`src/rtl/astropix_layer_emu.sv`:
```
`default_nettype none
// ============================================================================
// Module   : astropix_layer_emu
// Brief    : AstroPix layer emulator. Queues 32-bit hit words and serves
//            5-byte frames over a 2-lane SPI slave clocked by sysclk.
// Revision : 1.0 - initial release
// ============================================================================
module astropix_layer_emu #(
    parameter int         FIFO_DEPTH = 8,
    parameter logic [2:0] CHIP_ID    = 3'd0,
    parameter logic [7:0] IDLE_BYTE  = 8'hBC
) (
    input  logic        sysclk,
    input  logic        rst,
    input  logic        spi_clk,
    input  logic        spi_csn,
    input  logic        spi_mosi,
    output logic [1:0]  spi_miso,
    output logic        interruptn,
    input  logic        hit_valid,
    input  logic [31:0] hit_data,
    output logic        hit_ready,
    output logic        mosi_byte_valid,
    output logic [7:0]  mosi_byte,
    output logic [7:0]  drop_count,
    output logic        frame_abort
);

    localparam int            c_AW   = (FIFO_DEPTH > 1) ? $clog2(FIFO_DEPTH) : 1;
    localparam logic [c_AW:0] c_FULL = (c_AW + 1)'(FIFO_DEPTH);
    localparam logic [7:0]    c_HDR  = {CHIP_ID, 5'd4};

    localparam logic [2:0] S_IDLE = 3'd0;
    localparam logic [2:0] S_HDR  = 3'd1;
    localparam logic [2:0] S_PAY0 = 3'd2;
    localparam logic [2:0] S_PAY1 = 3'd3;
    localparam logic [2:0] S_PAY2 = 3'd4;
    localparam logic [2:0] S_PAY3 = 3'd5;

    // csn synchronizer resets low so a csn held low through reset never
    // looks like a fresh fall; a new transfer needs a real high-then-low.
    logic [2:0] r_sclk_sync;
    logic [2:0] r_csn_sync;
    logic [1:0] r_mosi_sync;

    always_ff @(posedge sysclk) begin
        if (rst) begin
            r_sclk_sync <= 3'b000;
            r_csn_sync  <= 3'b000;
            r_mosi_sync <= 2'b00;
        end else begin
            r_sclk_sync <= {r_sclk_sync[1:0], spi_clk};
            r_csn_sync  <= {r_csn_sync[1:0], spi_csn};
            r_mosi_sync <= {r_mosi_sync[0], spi_mosi};
        end
    end

    logic r_active;
    logic w_csn_fall, w_csn_rise, w_sclk_rise_act, w_sclk_fall_act;

    assign w_csn_fall      =  r_csn_sync[2] & ~r_csn_sync[1];
    assign w_csn_rise      = ~r_csn_sync[2] &  r_csn_sync[1];
    assign w_sclk_rise_act = r_active & ~w_csn_rise &  r_sclk_sync[1] & ~r_sclk_sync[2];
    assign w_sclk_fall_act = r_active & ~w_csn_rise & ~r_sclk_sync[1] &  r_sclk_sync[2];

    // ---------------- hit FIFO ----------------
    logic [31:0]     r_mem [FIFO_DEPTH];
    logic [c_AW-1:0] r_wr_ptr, r_rd_ptr;
    logic [c_AW:0]   r_count;
    logic            w_empty, w_full, w_push, w_pop;
    logic [7:0]      r_drop;
    logic            r_intn;

    assign w_empty   = (r_count == '0);
    assign w_full    = (r_count == c_FULL);
    assign w_push    = hit_valid & ~w_full;
    assign hit_ready = ~w_full;

    always_ff @(posedge sysclk) begin
        if (w_push) r_mem[r_wr_ptr] <= hit_data;
    end

    always_ff @(posedge sysclk) begin
        if (rst) begin
            r_wr_ptr <= '0;
            r_rd_ptr <= '0;
            r_count  <= '0;
            r_drop   <= 8'd0;
            r_intn   <= 1'b1;
        end else begin
            if (w_push) r_wr_ptr <= r_wr_ptr + c_AW'(1);
            if (w_pop)  r_rd_ptr <= r_rd_ptr + c_AW'(1);
            case ({w_push, w_pop})
                2'b10:   r_count <= r_count + (c_AW + 1)'(1);
                2'b01:   r_count <= r_count - (c_AW + 1)'(1);
                default: r_count <= r_count;
            endcase
            if (hit_valid && w_full && (r_drop != 8'hFF)) r_drop <= r_drop + 8'd1;
            r_intn <= w_empty;
        end
    end

    assign drop_count = r_drop;
    assign interruptn = r_intn;

    // ---------------- frame transmitter ----------------
    logic [2:0]  r_state, w_state_nxt;
    logic [7:0]  r_shift, w_byte_nxt;
    logic [1:0]  r_txcnt;
    logic [31:0] r_word;
    logic        r_abort, w_abort, w_load;

    always_comb begin
        w_state_nxt = r_state;
        w_byte_nxt  = IDLE_BYTE;
        w_load      = 1'b0;
        w_pop       = 1'b0;
        w_abort     = 1'b0;
        if (w_csn_rise && r_active) begin
            w_state_nxt = S_IDLE;
            w_abort     = (r_state != S_IDLE);
        end else if (w_csn_fall || (w_sclk_fall_act && (r_txcnt == 2'd3))) begin
            w_load = 1'b1;
            case (r_state)
                S_HDR:  begin w_state_nxt = S_PAY0; w_byte_nxt = r_word[31:24]; end
                S_PAY0: begin w_state_nxt = S_PAY1; w_byte_nxt = r_word[23:16]; end
                S_PAY1: begin w_state_nxt = S_PAY2; w_byte_nxt = r_word[15:8];  end
                S_PAY2: begin w_state_nxt = S_PAY3; w_byte_nxt = r_word[7:0];   end
                default: begin
                    if (!w_empty) begin
                        w_state_nxt = S_HDR;
                        w_byte_nxt  = c_HDR;
                        w_pop       = 1'b1;
                    end else begin
                        w_state_nxt = S_IDLE;
                    end
                end
            endcase
        end
    end

    always_ff @(posedge sysclk) begin
        if (rst) begin
            r_state  <= S_IDLE;
            r_active <= 1'b0;
            r_shift  <= 8'd0;
            r_txcnt  <= 2'd0;
            r_word   <= 32'd0;
            r_abort  <= 1'b0;
        end else begin
            r_state <= w_state_nxt;
            r_abort <= w_abort;
            if (w_pop) r_word <= r_mem[r_rd_ptr];
            if (w_csn_fall)      r_active <= 1'b1;
            else if (w_csn_rise) r_active <= 1'b0;
            if (w_load)               r_shift <= w_byte_nxt;
            else if (w_sclk_fall_act) r_shift <= {r_shift[5:0], 2'b00};
            if (!r_active || w_csn_rise || w_csn_fall) r_txcnt <= 2'd0;
            else if (w_sclk_fall_act)                   r_txcnt <= r_txcnt + 2'd1;
        end
    end

    assign spi_miso    = r_active ? r_shift[7:6] : 2'b00;
    assign frame_abort = r_abort;

    // ---------------- MOSI receiver ----------------
    logic [6:0] r_mosi_sh;
    logic [2:0] r_mosi_cnt;
    logic [7:0] r_mosi_byte;
    logic       r_mosi_valid;

    always_ff @(posedge sysclk) begin
        if (rst) begin
            r_mosi_sh    <= 7'd0;
            r_mosi_cnt   <= 3'd0;
            r_mosi_byte  <= 8'd0;
            r_mosi_valid <= 1'b0;
        end else begin
            r_mosi_valid <= 1'b0;
            if (!r_active || w_csn_rise) begin
                r_mosi_cnt <= 3'd0;
            end else if (w_sclk_rise_act) begin
                r_mosi_sh  <= {r_mosi_sh[5:0], r_mosi_sync[1]};
                r_mosi_cnt <= r_mosi_cnt + 3'd1;
                if (r_mosi_cnt == 3'd7) begin
                    r_mosi_byte  <= {r_mosi_sh, r_mosi_sync[1]};
                    r_mosi_valid <= 1'b1;
                end
            end
        end
    end

    assign mosi_byte       = r_mosi_byte;
    assign mosi_byte_valid = r_mosi_valid;

endmodule
`default_nettype wire

```
`config.mk`:
```
export PLATFORM = sky130hd
export DESIGN_NAME = astropix_layer_emu
export DESIGN_NICKNAME = d
export VERILOG_FILES = /design/src/rtl/astropix_layer_emu.sv
export SDC_FILE = /design/constraint.sdc
export NUM_CORES = 1
export LEC_CHECK = 0
export ABC_AREA = 0
export CAP_MARGIN = 20
export CORE_ASPECT_RATIO = 0.9
export CORE_UTILIZATION = 50
export CTS_BUF_LIST = sky130_fd_sc_hd__clkbuf_4
export DETAILED_ROUTE_END_ITERATION = 12
export PLACE_DENSITY = 0.68
export SLEW_MARGIN = 40
export SYNTH_ARGS = -nofsm -noshare
export SYNTH_HDL_FRONTEND = slang
export SYNTH_SLANG_ARGS = --single-unit
```
`constraint.sdc`:
```
create_clock -name sysclk -period 8.83 [get_ports sysclk]
set_input_delay 1.766 -clock sysclk [delete_from_list [all_inputs] [get_ports sysclk]]
set_output_delay 1.766 -clock sysclk [all_outputs]
set_load 0.02 [all_outputs]
```
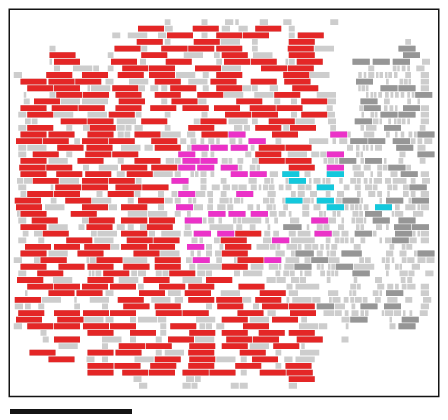
*Sequential cells colored by netlist name, run 1*
Scale bar: 50 µm. Other sequential cells in the stronger gray, the rest of the logic in the fainter gray.
r_mem -> red  # flops 256
r_shift -> cyan  # flops 8, where right middle
r_word -> magenta  # flops 32, where middle
not colored = 53
fraction of area in registers: 60.18%
Reg area: 9555 µm²
sequential power: 1.81 mW
Util after Layout: 60.11%

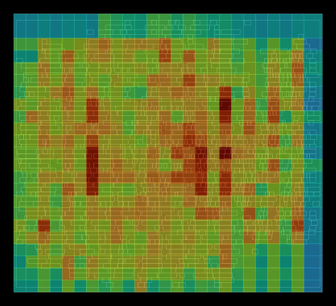
*Routing congestion, run 1*
met3 Resource Use GR: 4.990%
GR met1 Demand/Resource: 26.48%
All-Layer GR Usage: 19.67%
Most Crowded Layer GR: met2

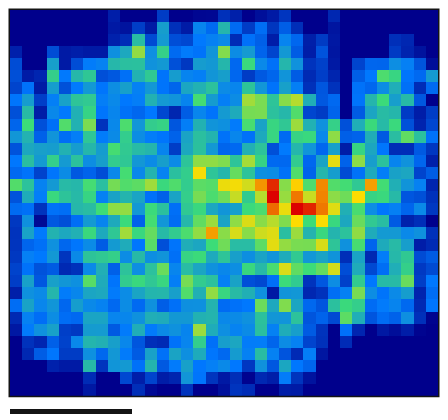
*Wire density map, run 1*
Scale bar: 50 µm. The die is cut into 35 by 32 equal tiles; dark blue is low, red is high, scaled to the fullest tile. Values are wire area over tile area, all layers added.
emptiest ninth of the die = bottom right
fullest tile = 0.53
tiles over half the peak = 11%
mean over tiles = 0.15
nearly empty tiles = 14%
densest ninth of the die = middle
WL/cell: 19.11 µm
DRT Wirelength: 25990 µm

==> flow_summary.yaml, run 1 <==
# implementation run metrics
final_timing:
  finalHoldViolations: 0
  report.final.slew_viol_count: 0
  relSlewSlack_pct: 44.10
  whs_ns: 0.4412
  grt_setup_unrepaired: "no"
  finalSetupViolations: 0
  period_needed_ns: 3.923
  fin_worst_skew_ns: 0.04164
yosys:
  ys.flops: 349
  ys_cells: 827
  syn_area_um2: 13630
  synth.distinct_cells: 59
  synth.area.top_cells: "edfxtp_1 (56%), dfxtp_1 (14%), mux4_2 (11%)"
  ys.flop_type: "edfxtp_1"
  ys_sh_simple_pct: 5.102
  adder_share_pct: 1.009
  syn_inst: 827
  edf_count: 256
  ys_seq_share_pct: 70.04
grt:
  grt_max_degree: 80
  grt_use_met2_pct: 30.86
  antenna_found_initial: 1
run_status:
  outcome: "finished, final reports clean"
hold_path:
  hold_class: "flip-flop to flip-flop"
  hold_path_end: "r_csn_sync[1]"
  holdPathStages: 1
  hold_start: "r_csn_sync[0]"
power:
  power_frac_seq_pct: 54.6
  p_int_mw: 2.575
  p_leak_nw: 5.008
  power.density_nw_per_um2: 208.5
  p_sw_share_pct: 22.24
floorplanning:
  fp_util_pct: 51.62
  ioPinCount: 60
critical_path:
  r2r_slack_ns: 5.81
  worstRegToRegCells: 11
  required_ns: 7.06
  cp.arrival_ns: 2.16
  path_cells: "nor4b_4 > inv_2 > clkdlybuf4s50_1"
clocking:
  ctsHoldBuffers: 0
  post_cts_buffers: 0
  cts.sinks: 349
  htree_levels: 3
  ctsResizeCount: 0
-- run 1: layout make-up --
class                      count  area share, %
antenna                        1        0.01576
clock inverter                25         0.8826
tap                          348          2.742
sequential                   349          60.18
timing repair buffer          78          5.406
multi-input combinational    420          24.32
clock buffer                 134          6.336
inverter                       5         0.1182
-- run 1: power by group through the flow --
stage / Clock, mW / Combinational, mW / Sequential (mW)
3_5_place_dp: 0 / 0.151 / 1.84
2_1_floorplan: 0 / 0.0953 / 1.84
5_1_grt: 1.48 / 0.163 / 1.81
6_report: 1.36 / 0.149 / 1.81
4_1_cts: 1.40 / 0.151 / 1.81
3_3_place_gp: 0 / 0.145 / 1.84
-- run 1: layout by cell type, fill, tap and decap left out, drive strengths merged, types with 4 or more instances in the layout --
cell type,instances
a31oi,7
buf,20
clkbuf,134
mux2i,41
xnor2,5
a21oi,62
nor2,26
dfxtp,93
nor3,6
o221ai,4
mux4,64
o21ai,12
nand2b,5
o211ai,6
edfxtp,256
o311ai,5
ha,11
nand2,48
xor2,6
clkdlybuf4s50,58
nand3,20
inv,7
a211oi,33
clkinv,21
nor2b,12
o21a,5
-- run 1: state kept, by name, indices dropped and copies added (netlist names) --
| register | count |
|---|---|
| r_sclk_sync | 3 |
| mosi_byte | 8 |
| r_csn_sync | 3 |
| mosi_byte_valid | 1 |
| r_rd_ptr | 3 |
| drop_count | 8 |
| r_shift | 8 |
| r_word | 32 |
| r_count | 4 |
| r_mosi_cnt | 3 |
| r_state | 3 |
| r_txcnt | 2 |
| interruptn | 1 |
| r_mosi_sh | 7 |
| frame_abort | 1 |
| r_wr_ptr | 3 |
| r_mem | 256 |
| r_active | 1 |
| r_mosi_sync | 2 |
### Placed cells, one color a class, run 1

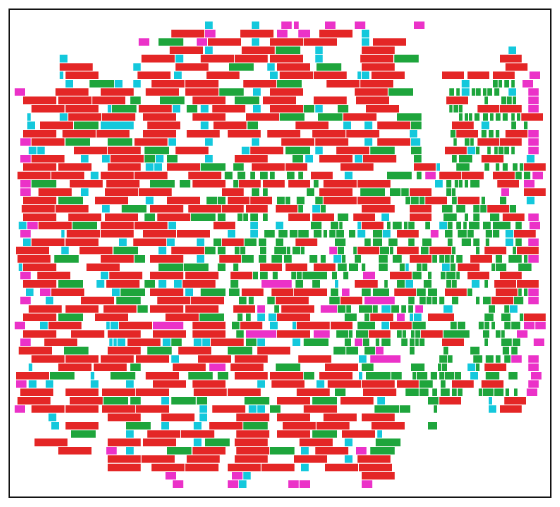

==> run 2: changes to the inputs <==
Settings changed: PLACE_DENSITY 0.68 to 0.7.
Clock period 8.83 ns to 3.3 ns, I/O delays scaled along.
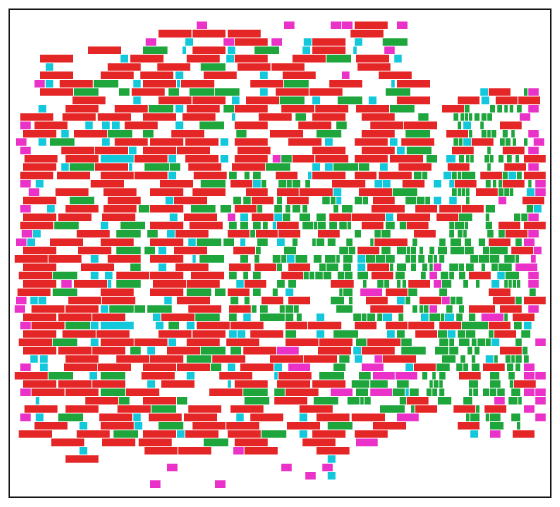
*Placed cells, one color a class, run 2*
flops -> red  # cells 349, share of their area 62%
clock drivers and dummy loads -> cyan  # cells 147, share of their area 7.1%
other buffers and delay cells -> magenta  # cells 82, share of their area 5.9%
combinational and other logic -> green  # cells 425, share of their area 25%

==> flow_summary.yaml, run 2 <==
# implementation run metrics
run_status:
  outcome: "finished, final reports clean"
placed_design:
  io_buffers: 59
  dp_hpwl_um: 15190
  place_inst: 1203
final_layout:
  reg.largest.list: "r_mem: 256 flops, r_word: 32 flops"
  final_cell_mix: "edfxtp_1 (256), clkbuf_4 (124), dfxtp_1 (90)"
  largest_reg_flops: 256
  final_util_pct: 60.12
  final_common_cell: "edfxtp_1"
  regMostFlops: "r_mem"
yosys:
  ys_seq_share_pct: 70.04
  ys_async_sr_fraction_pct: 0
  edf_count: 256
  ys_sh_simple_pct: 5.102
  adder_share_pct: 1.009
  ys.flop_type: "edfxtp_1"
  syn_inst: 827
  ys.flops: 349
  syn_area_um2: 13630
  ys_cells: 827
  synth.area.top_cells: "edfxtp_1 (56%), dfxtp_1 (14%), mux4_2 (11%)"
  synth.distinct_cells: 59
clocking:
  ctsResizeCount: 0
  post_cts_buffers: 0
  htree_levels: 3
  ctsHoldBuffers: 0
  cts.sinks: 349
route:
  finalWirelength_um: 25900
  wire_per_inst_um: 19.15
  via_per_inst: 5.626
floorplanning:
  ioPinCount: 60
  dieArea_um2: 27930
  fp_util_pct: 51.62
grt:
  antenna_found_initial: 1
  grt_pass1_vias: 7556
  track_usage_pct: 19.39
  grt_max_degree: 79
critical_path:
  slowest_delay_ns: 0.56
  cp.arrival_ns: 2.12
  path_cells: "nor4b_4 > inv_2 > clkdlybuf4s50_1"
  required_ns: 2.64
final_timing:
  whs_ns: 0.4085
  relSlewSlack_pct: 52.32
  fin_worst_skew_ns: 0.06064
  finalSetupViolations: 0
  period_needed_ns: 2.785
  finalHoldViolations: 0
  report.final.slew_viol_count: 0
  grt_setup_unrepaired: "no"
power:
  power_frac_seq_pct: 55.1
  p_leak_nw: 4.989
  power.density_nw_per_um2: 551.5
  p_sw_share_pct: 21.83
  p_int_mw: 6.846
job:
  log.warning_count: 28
hold_path:
  hold_class: "input pin to flip-flop"
run 2: cell types whose count changed in the layout (fill, tap and decap cells not counted), sizes merged:
cell | before | now
buf | 20 | 24
bufinv | 1 | 2
clkbuf | 134 | 124
clkinv | 21 | 18
run 2: path summary, 6_finish.rpt:
check                    start           end  slack, ns  cells past startpoint
setup / recovery    r_count[1]     hit_ready       0.52                      3
hold / removal             rst    interruptn       0.41                      3
setup reg to reg    r_txcnt[0]    r_count[2]       0.56                     11
hold reg to reg   mosi_byte[3]  mosi_byte[3]       0.45                      2
run 2: area by class of cell:
cell class              count  area (µm²)
repair buffers             82       908.4
clock inverters            23       161.4
clock buffers             124       930.9
well taps                 348       435.4
fillers                  2030       10530
inverters                   5       18.77
flip-flops and latches    349        9558
diodes                      1       2.502
multi-input cells         420        3866
run 2: power by group through the flow:
stage	sequential, mW	combinational, mW	clock (mW)
after floorplan	4.91	0.256	0
after global placement	4.92	0.409	0
after detailed placement	4.93	0.417	0
after CTS	4.83	0.418	3.63
after global routing	4.83	0.451	3.86
final	4.83	0.412	3.52
run 2: layer usage:
layer  global-route usage [%]  vias to the layer above  share of wire [%]
li1                         -                     3572                  -
met1                    26.20                     3763                 45
met2                    30.58                      224                 47
met3                    4.465                       47                5.2
met4                    7.785                        0                2.1
met5                        0                        -                  0
run 2: tightest hold or removal path: stages:
cell     delay (ns)
buf_2          0.09
inv_1          0.18
nand2_1        0.10
run 2: metrics by stage:
stage	power [mW]	worst slack [ns]
floorplan	5.168	0.3419
global placement	5.332	0.4872
detailed placement	5.343	0.4692
CTS	8.880	0.4714
global route	9.142	0.3063
finish	8.759	0.5155
### Sequential cells colored by netlist name, run 2

Scale bar: 50 µm. Other sequential cells in the stronger gray, the rest of the logic in the fainter gray.
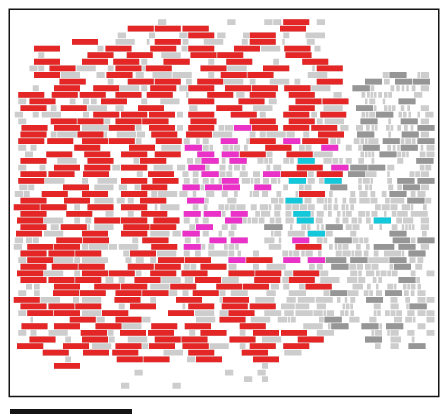

==> run 3: changes to the inputs <==
Clock period 3.3 ns to 2.3 ns, I/O delays scaled along.
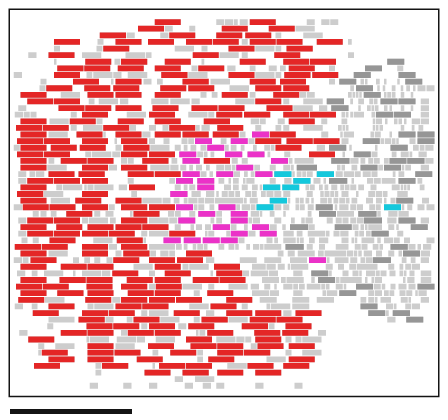
*Sequential cells colored by netlist name, run 3*
Scale bar: 50 µm. Other sequential cells in the stronger gray, the rest of the logic in the fainter gray.
r_shift -> cyan  # flops 8
r_mem -> red  # flops 256
r_word -> magenta  # flops 32, where middle
not colored = 53
Util after Layout: 62.36%
sequential power: 6.92 mW
fraction of area in registers: 58.04%
Reg area: 9562 µm²

==> flow_summary.yaml, run 3 <==
# implementation run metrics
run_status:
  outcome: "finished, final reports clean"
final_layout:
  final_cell_mix: "edfxtp_1 (256), clkbuf_4 (129), dfxtp_1 (85)"
  regMostFlops: "r_mem"
  reg.largest.list: "r_mem: 256 flops, r_word: 32 flops"
route:
  wire_per_inst_um: 19.30
  via_per_inst: 5.586
  met1_length_um: 12210
  met3_length_um: 1400
  dr_wl_met2_um: 13050
  highest_layer: "met4"
  finalWirelength_um: 27220
placed_design:
  place_inst: 1238
  dp_slack_ns: -0.1291
  dp_hpwl_um: 16330
final_timing:
  whs_ns: 0.3079
  setup_ws_ns: 0.05671
  finalHoldViolations: 0
  relSlewSlack_pct: 54.50
  finalSetupViolations: 0
  fin_worst_skew_ns: 0.07504
critical_path:
  worstRegToRegCells: 11
  path_cells: "ha_1 > and4b_1 > o21ai_2 > nor2_4 > ha_4 > xor2_2 > ha_2 > a21oi_2 > xor2_1 > or3_1 > a21oi_1"
  r2r_slack_ns: 0.06
  crit_path_end: "r_count[2]"
  r2r-start: "r_txcnt[0]"
  cp.arrival_ns: 2.82
  slowest_delay_ns: 0.32
job:
  log.warning_count: 30
yosys:
  synth.area.top_cells: "edfxtp_1 (56%), dfxtp_1 (14%), mux4_2 (11%)"
  ys_seq_share_pct: 70.04
  ys.flop_type: "edfxtp_1"
  ys.flops: 349
  edf_count: 256
  synth.distinct_cells: 59
  ys_async_sr_fraction_pct: 0
  ys_cells: 827
clocking:
  cts.sinks: 349
  htree_levels: 3
grt:
  grt_max_degree: 53
  grt_pass1_vias: 7953
  antenna_found_initial: 1
  track_usage_pct: 20.32
  met3_usage_pct: 4.680
  gr-usage-met1_pct: 27.72
floorplanning:
  dieArea_um2: 27930
power:
  p_leak_nw: 5.344
run 3: cell counts after synthesis:
Identical to the previous run, type by type.
run 3: cells by family (layout without fill, tap and decap cells):
| kind of cell | after synthesis | after routing | synth area share, % |
|---|---|---|---|
| buf+inv | 58 | 292 | 2.147 |
| flops | 349 | 349 | 70.04 |
| simple gates | 139 | 139 | 5.102 |
| other cells | 0 | 1 | 0 |
| compound gates | 151 | 151 | 7.167 |
| fa+ha+maj | 11 | 11 | 1.009 |
| xor+xnor | 11 | 11 | 0.7066 |
| mux | 108 | 108 | 13.83 |
run 3: final cells by class:
type                    instances  area (µm²)
inverters                       5       18.77
clock buffers                 129       968.4
well taps                     348       435.4
fillers                      1936        9942
flip-flops and latches        349        9562
multi-input cells             420        3934
clock inverters                30       196.4
repair buffers                128        1356
diodes                          1       2.502
run 3: worst min path at each step:
| stage | from | end | slack, ns | depth (start not counted) |
|---|---|---|---|---|
| 3_5_place_dp | r_csn_sync[0] | r_csn_sync[1] | 0.43 | 1 |
| 5_1_grt | spi_mosi | r_mosi_sync[0] | 0.27 | 2 |
| 4_1_cts | rst | interruptn | 0.27 | 3 |
| 2_1_floorplan | r_csn_sync[0] | r_csn_sync[1] | 0.41 | 1 |
| 3_3_place_gp | r_mosi_sync[0] | r_mosi_sync[1] | 0.43 | 1 |
| 6_report | rst | interruptn | 0.31 | 3 |
run 3: where the power goes:
group | total (mW) | switching (mW) | internal (mW)
registers | 6.92 | 0.0491 | 6.87
logic | 0.674 | 0.376 | 0.298
clock network | 5.27 | 2.44 | 2.83
total | 12.9 | 2.86 | 10.0
run 3: timing repair:
item                                    CTS  global route
buffers inserted                          3             8
cloned                                    1             0
pin swaps                                 4             8
endpoints found under the setup margin    5             5
resized                                  13             9
hold buffers                              0             0

==> layout pictures side by side <==
Wiring by layer.
Scale bar: 50 µm.
image #1
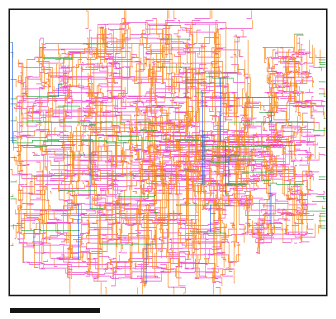
image #2
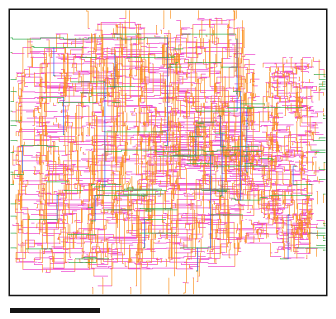
- image #1 = run 1
- image #2 = run 2

Key to image #1:
metal 2 -> orange  # wire length 12400 µm
metal 3 -> green  # wire length 1250 µm
metal 1 -> magenta  # wire length 12000 µm
metal 4 -> blue  # wire length 382 µm

Power is estimated from default activity; no workload was simulated.
